[src/rtl/product_accumulator.sv]
// Accumulates groups of up to Count multiplier products and hands each group sum,
// with its term count, downstream over a valid/ready handshake.
module product_accumulator #(
    parameter int Width = 8,
    parameter int Count = 4,
    localparam int AccWidth = 2 * Width + $clog2(Count),
    localparam int CntWidth = $clog2(Count + 1)
) (
    input  logic                  clk_i,
    input  logic                  rst_ni,
    input  logic                  clear_i,
    input  logic [2*Width-1:0]    in_product_i,
    input  logic                  in_last_i,
    input  logic                  in_valid_i,
    output logic                  in_ready_o,
    output logic [AccWidth-1:0]   out_sum_o,
    output logic [CntWidth-1:0]   out_count_o,
    output logic                  out_valid_o,
    input  logic                  out_ready_i
);

    typedef enum logic [0:0] {
        ACCUM = 1'b0,
        DONE  = 1'b1
    } state_e;

    state_e              state_r, state_s;
    logic [AccWidth-1:0] acc_r, acc_s, sum_r, sum_s, add_s;
    logic [CntWidth-1:0] cnt_r, cnt_s, count_r, count_s, inc_s;
    logic                close_s;

    // Running sum/count including the product currently offered.
    assign add_s   = acc_r + AccWidth'(in_product_i);
    assign inc_s   = cnt_r + CntWidth'(1'b1);
    assign close_s = in_last_i || (inc_s == CntWidth'(Count));

    // Handshake flags come from state alone so neither side sees a combinational path.
    assign in_ready_o  = (state_r == ACCUM);
    assign out_valid_o = (state_r == DONE);
    assign out_sum_o   = sum_r;
    assign out_count_o = count_r;

    // Next-state and datapath update; clear_i overrides every other event.
    always_comb begin
        state_s = state_r;
        acc_s   = acc_r;
        cnt_s   = cnt_r;
        sum_s   = sum_r;
        count_s = count_r;
        if (clear_i) begin
            state_s = ACCUM;
            acc_s   = '0;
            cnt_s   = '0;
            sum_s   = '0;
            count_s = '0;
        end else begin
            case (state_r)
                ACCUM: begin
                    if (in_valid_i) begin
                        if (close_s) begin
                            sum_s   = add_s;
                            count_s = inc_s;
                            acc_s   = '0;
                            cnt_s   = '0;
                            state_s = DONE;
                        end else begin
                            acc_s = add_s;
                            cnt_s = inc_s;
                        end
                    end else begin
                        state_s = ACCUM;
                    end
                end
                DONE: begin
                    if (out_ready_i) begin
                        state_s = ACCUM;
                    end else begin
                        state_s = DONE;
                    end
                end
                default: begin
                    state_s = ACCUM;
                    acc_s   = '0;
                    cnt_s   = '0;
                end
            endcase
        end
    end

    // State and output registers with asynchronous reset.
    always_ff @(posedge clk_i or negedge rst_ni) begin
        if (!rst_ni) begin
            state_r <= ACCUM;
            acc_r   <= '0;
            cnt_r   <= '0;
            sum_r   <= '0;
            count_r <= '0;
        end else begin
            state_r <= state_s;
            acc_r   <= acc_s;
            cnt_r   <= cnt_s;
            sum_r   <= sum_s;
            count_r <= count_s;
        end
    end

endmodule

[config.mk]
export PLATFORM = sky130hd
export DESIGN_NAME = product_accumulator
export DESIGN_NICKNAME = d
export VERILOG_FILES = /design/src/rtl/product_accumulator.sv
export SDC_FILE = /design/constraint.sdc
export NUM_CORES = 1
export LEC_CHECK = 0
export CAP_MARGIN = 20
export CORE_MARGIN = 4
export CORE_UTILIZATION = 40
export CTS_CLUSTER_DIAMETER = 80
export DETAILED_ROUTE_END_ITERATION = 10
export HOLD_SLACK_MARGIN = 0.03
export SYNTH_ARGS = -nofsm -noshare
export SYNTH_HDL_FRONTEND = slang
export SYNTH_SLANG_ARGS = --single-unit
[constraint.sdc]
create_clock -name clk_i -period 2.7 [get_ports clk_i]
set_input_delay 0.405 -clock clk_i [delete_from_list [all_inputs] [get_ports clk_i]]
set_output_delay 0.405 -clock clk_i [all_outputs]
set_load 0.01 [all_outputs]
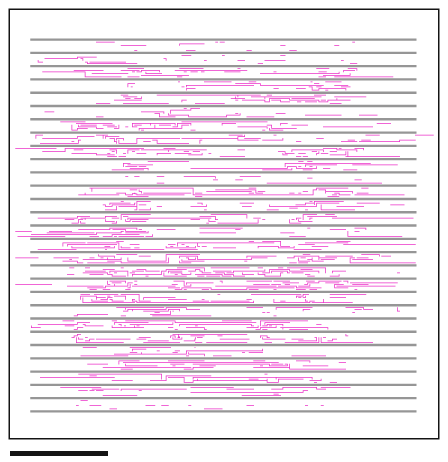
Run 1: met1 routing
Scale bar: 20 µm. Supply wires on this layer in gray.
longest straight run: 31.7 µm
share of all routed wire: 49%
nets with wire on the layer: 331
Global Route met1 Usage: 24.77%
detailed-route via count: 2,058
total length of routed wires: 6204 µm

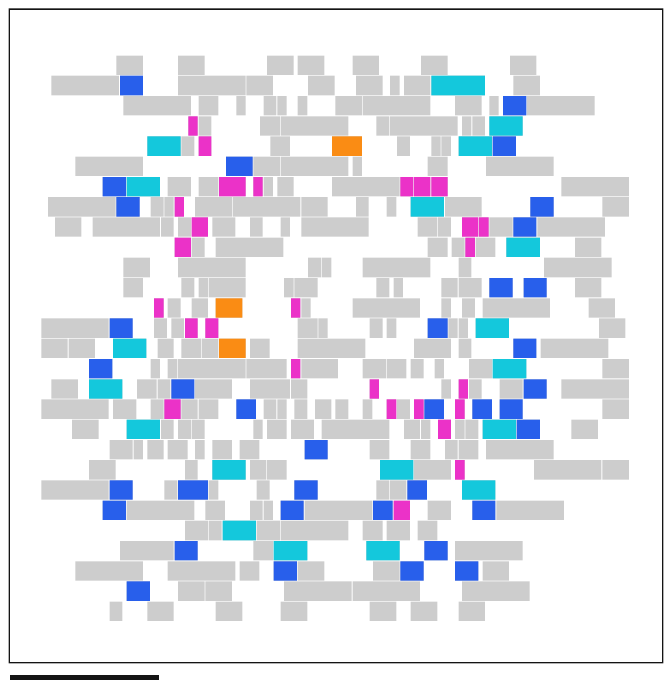
Run 1: selected gate families
Scale bar: 20 µm.
[orange] multiplexers | cells: 3 | most used: mux2i_1
[magenta] NOR gates | cells: 27 | most used: nor2_1
[blue] AND-OR and OR-AND gates | cells: 36 | most used: a22o_1
[cyan] adder and majority cells | cells: 19 | most used: ha_1

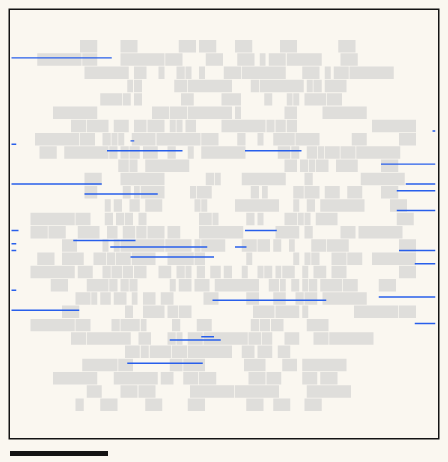
Run 1: M3 wires
Scale bar: 20 µm.
main direction: horizontal
longest straight run: 23.0 µm
nets with wire on the layer: 22
wire length on this layer: 263 µm
share of all routed wire: 4.2%

==> results.txt, run 1 <==
Critical path start-end classification -> input pin to flop
Total routing usage reported by global routing -> 17.26%
Ys async rst share -> 100.0%
H-tree Lvls -> 2
Power of the sequential group -> 706 µW
Buffer type at the clock tree root -> clkbuf_8
Peak clock frequency supported by timing -> 402.9 MHz
Number of buffers added by the clock tree synthesis step -> 5
Post-CTS setup buffers -> 0
Area post-placement -> 3114 µm²
Grt ovf -> 0
Worst Path Arrival -> 2.68 ns
Fraction of the mapped netlist area in compound gates -> 23.80%
Average instance area after synthesis -> 9.802 µm²
Run status -> finished clean
Number of max-slew violations in the final report -> 0
Largest buffer count on any clock path -> 2
Placed cells -> 382
Slack of the worst reg-to-reg path -> 0.40 ns
TritonCTS clock tree -> yes
Total clock network power -> 468 µW
Largest fanout on the critical path -> 3
Top post-synthesis cells by area -> dfrtp_1 42%, a22o_1 9.3%, ha_1 8.9%
Worst supply voltage drop on vdd -> 259.0 µV
run 1: routing by layer:
layer  vias up  GRT usage, %  routed length, µm
met5         -             0                  0
met4         0         5.021                 82
met3         7         3.293                262
met2        39         26.51               2790
met1       963         24.77               3068
li1       1049             -                  -
run 1: final timing paths:
check | startpoint | end | cells past startpoint
setup / recovery | in_product_i[0] | acc_r[12] | 11
max in group asynchronous | rst_ni | out_valid_o | 2
hold reg to reg | out_count_o[0] | out_count_o[0] | 2
hold / removal | rst_ni | out_sum_o[11] | 1
min in group clk_i | out_count_o[0] | out_count_o[0] | 2
setup reg to reg | acc_r[0] | acc_r[14] | 11
run 1: worst max-delay path: stages:
cell and delay (ns):
clkdlybuf4s50_1 0.46, ha_1 0.16, inv_1 0.05, fa_1 0.38, nor2b_1 0.15, o21ai_0 0.12
a21o_1 0.22, and3_2 0.20, o21ai_0 0.21, xor2_1 0.11, a22o_1 0.20
run 1: synthesized netlist by cell type (6+ instances only):
master	n
nor3_1	6
nor2_1	14
inv_1	8
ha_1	18
nor2b_1	7
nand2_1	28
a22o_1	27
dfrtp_1	43
xnor2_1	10
a21oi_1	19
o21ai_0	18
run 1: area by class of cell:
class	count	area (µm²)
well taps	75	93.84
multi-input cells	195	1351
clock buffers	7	96.34
fillers	556	2788
repair buffers	62	583.1
inverters	8	30.03
flip-flops and latches	43	1076
clock inverters	1	7.507
run 1: placed cells by master, fill, tap and decap left out, drive strengths merged, types with 6 or more instances in the layout:
cell           netlist  layout
inv                  8       8
nor3                 6       6
buf                  4      19
a22o                27      27
nor2b                7       7
ha                  18      18
clkdlybuf4s50        0      43
dfrtp               43      43
xnor2               10      10
a21oi               19      19
o21ai               19      19
clkbuf               8       7
nor2                14      14
nand2               28      28
Run 1, congestion heat map:
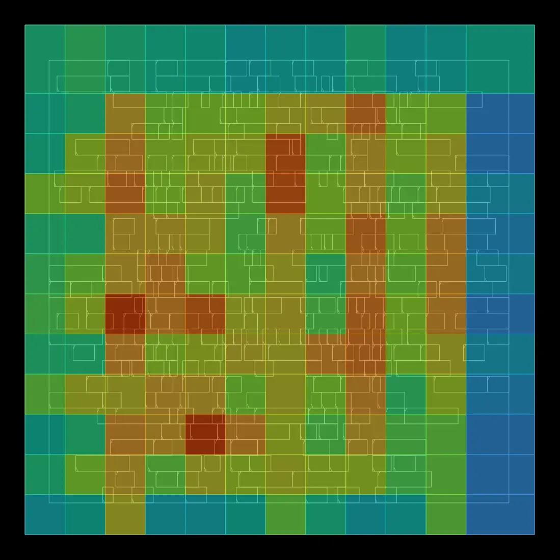

==> inputs of run 2 (changes only) <==
clock period = 2.5 ns   (was 2.7 ns; I/O delays follow)
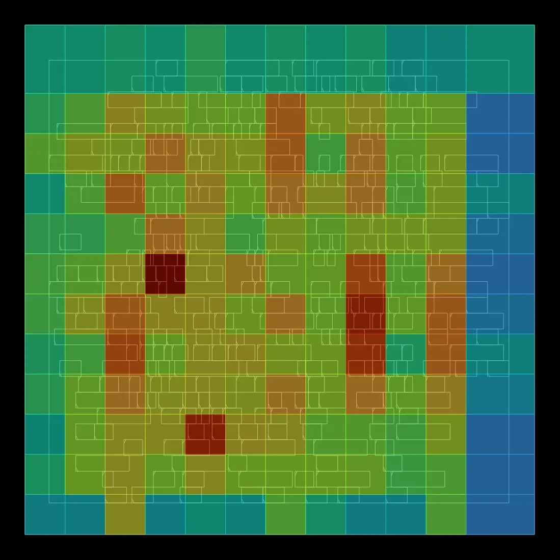
Run 2: congestion heat map
met3 Use GR: 3.481%
end-of-flow core utilization: 55.42%

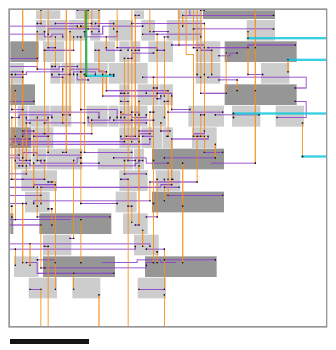
Run 2: zoomed window
Scale bar: 10 µm. Region (46, 2) to (86, 42) µm. Cells in gray, sequential cells in the stronger gray; small squares are vias.
[orange] met2
[green] met4
[cyan] met3
[purple] met1
cells with their middle in the window: 65
netlist names of flops here include: `out_sum_o` (4), `acc_r` (3)
sequential cells in the window: 7
most frequent: clkdlybuf4s50_1 (9)

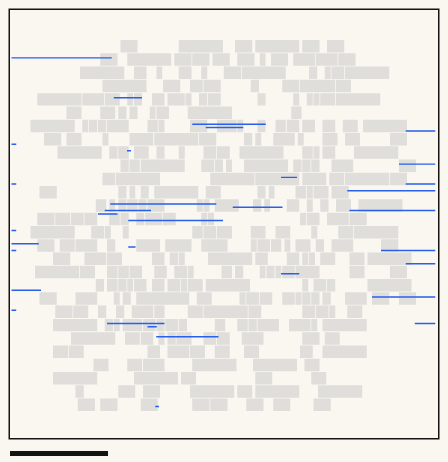
Run 2: M3 wires
Scale bar: 20 µm.
longest straight run: 21.4 µm
wire length on this layer: 246 µm

==> results.txt, run 2 <==
Critical path start-end classification -> input pin to flop
Chain of cells forming the critical path -> clkdlybuf4s50_1 -> ha_1 -> inv_1 -> fa_1 -> nor2b_1 -> o21ai_1 -> a21o_1 -> a21oi_2 -> a2111oi_2 -> buf_4 -> mux2i_1 -> nand3_1
Worst Path Arrival -> 2.53 ns
Total routing usage reported by global routing -> 18.04%
Fraction of the mapped netlist area in compound gates -> 23.80%
Average instance area after synthesis -> 9.802 µm²
Leading cell types by count after synthesis -> 43 x dfrtp_1, 28 x nand2_1, 27 x a22o_1
Number of buffers added by the clock tree synthesis step -> 5
Grt ovf -> 0
Library cell with the highest instance count after synthesis -> dfrtp_1
Buffer and inverter count on the worst path -> 3
Post-CTS setup buffers -> 0
Run status -> finished clean
H-tree Lvls -> 2
Placed cells -> 396
Largest fanout on the critical path -> 3
Total length of routed wires -> 6342 µm
Ys async rst share -> 100.0%
Peak clock frequency supported by timing -> 424.7 MHz
Number of max-slew violations in the final report -> 0
Commonest cells after routing, fill and taps aside -> 43 x dfrtp_1, 43 x clkdlybuf4s50_1, 31 x buf_4
TritonCTS clock tree -> yes
Max stage delay cell, worst path -> clkdlybuf4s50_1
Detailed-route via count -> 2,145
Buffer type at the clock tree root -> clkbuf_8
Kind of cell adding the most delay to the critical path -> buffers and inverters
## run 2: per-layer routing
layer	wire [µm]	track usage, %
met3	245	3.481
met4	85	5.160
met1	3076	25.66
met5	0	0
met2	2934	27.95
## run 2: cell families after synthesis
kind of cell,Yosys count
AND-OR/OR-AND,86
AND/OR/NAND/NOR,72
flip-flops,43
buffers and inverters,21
adder cells (fa/ha/maj),19
XOR/XNOR,15
multiplexers,3
## run 2: final cells by class
cell class                 count  area, µm²
clock buffer                   6      72.57
sequential                    43       1076
inverter                       8      30.03
clock inverter                 1      30.03
fill                         546       2686
multi-input combinational    195       1359
timing repair buffer          76      678.2
tap                           75      93.84
## run 2: power groups by stage
stage | Combinational (µW) | Clock (µW) | Sequential [µW]
floorplan | 244 | 0 | 783
global placement | 447 | 0 | 777
detailed placement | 450 | 0 | 776
CTS | 454 | 551 | 764
global route | 502 | 579 | 769
finish | 451 | 532 | 764
## run 2: path summary, 6_finish.rpt
check                                start            end  slack, ns  cells past startpoint
setup / recovery           in_product_i[0]      acc_r[14]       0.15                     12
max in group asynchronous           rst_ni       acc_r[0]       1.26                      3
min in group asynchronous           rst_ni  out_sum_o[11]       0.54                      2
setup reg to reg                  cnt_r[0]  out_sum_o[14]       0.21                      7
hold reg to reg              out_sum_o[17]  out_sum_o[17]       0.48                      2
hold / removal               out_sum_o[17]  out_sum_o[17]       0.48                      2
## run 2: stage by stage
| stage | hold WS (ns) | instance area [µm²] | TNS, ns |
|---|---|---|---|
| after floorplan | 0.07941 | 2539 | 0 |
| after global placement | 0.3439 | 3219 | -1.842 |
| after detailed placement | 0.3491 | 3219 | -2.330 |
| after CTS | 0.4889 | 3332 | 0 |
| after global routing | 0.5038 | 3339 | 0 |
| final | 0.4834 | 3339 | 0 |
No activity file was given, so power comes from the tool's default toggle rates.
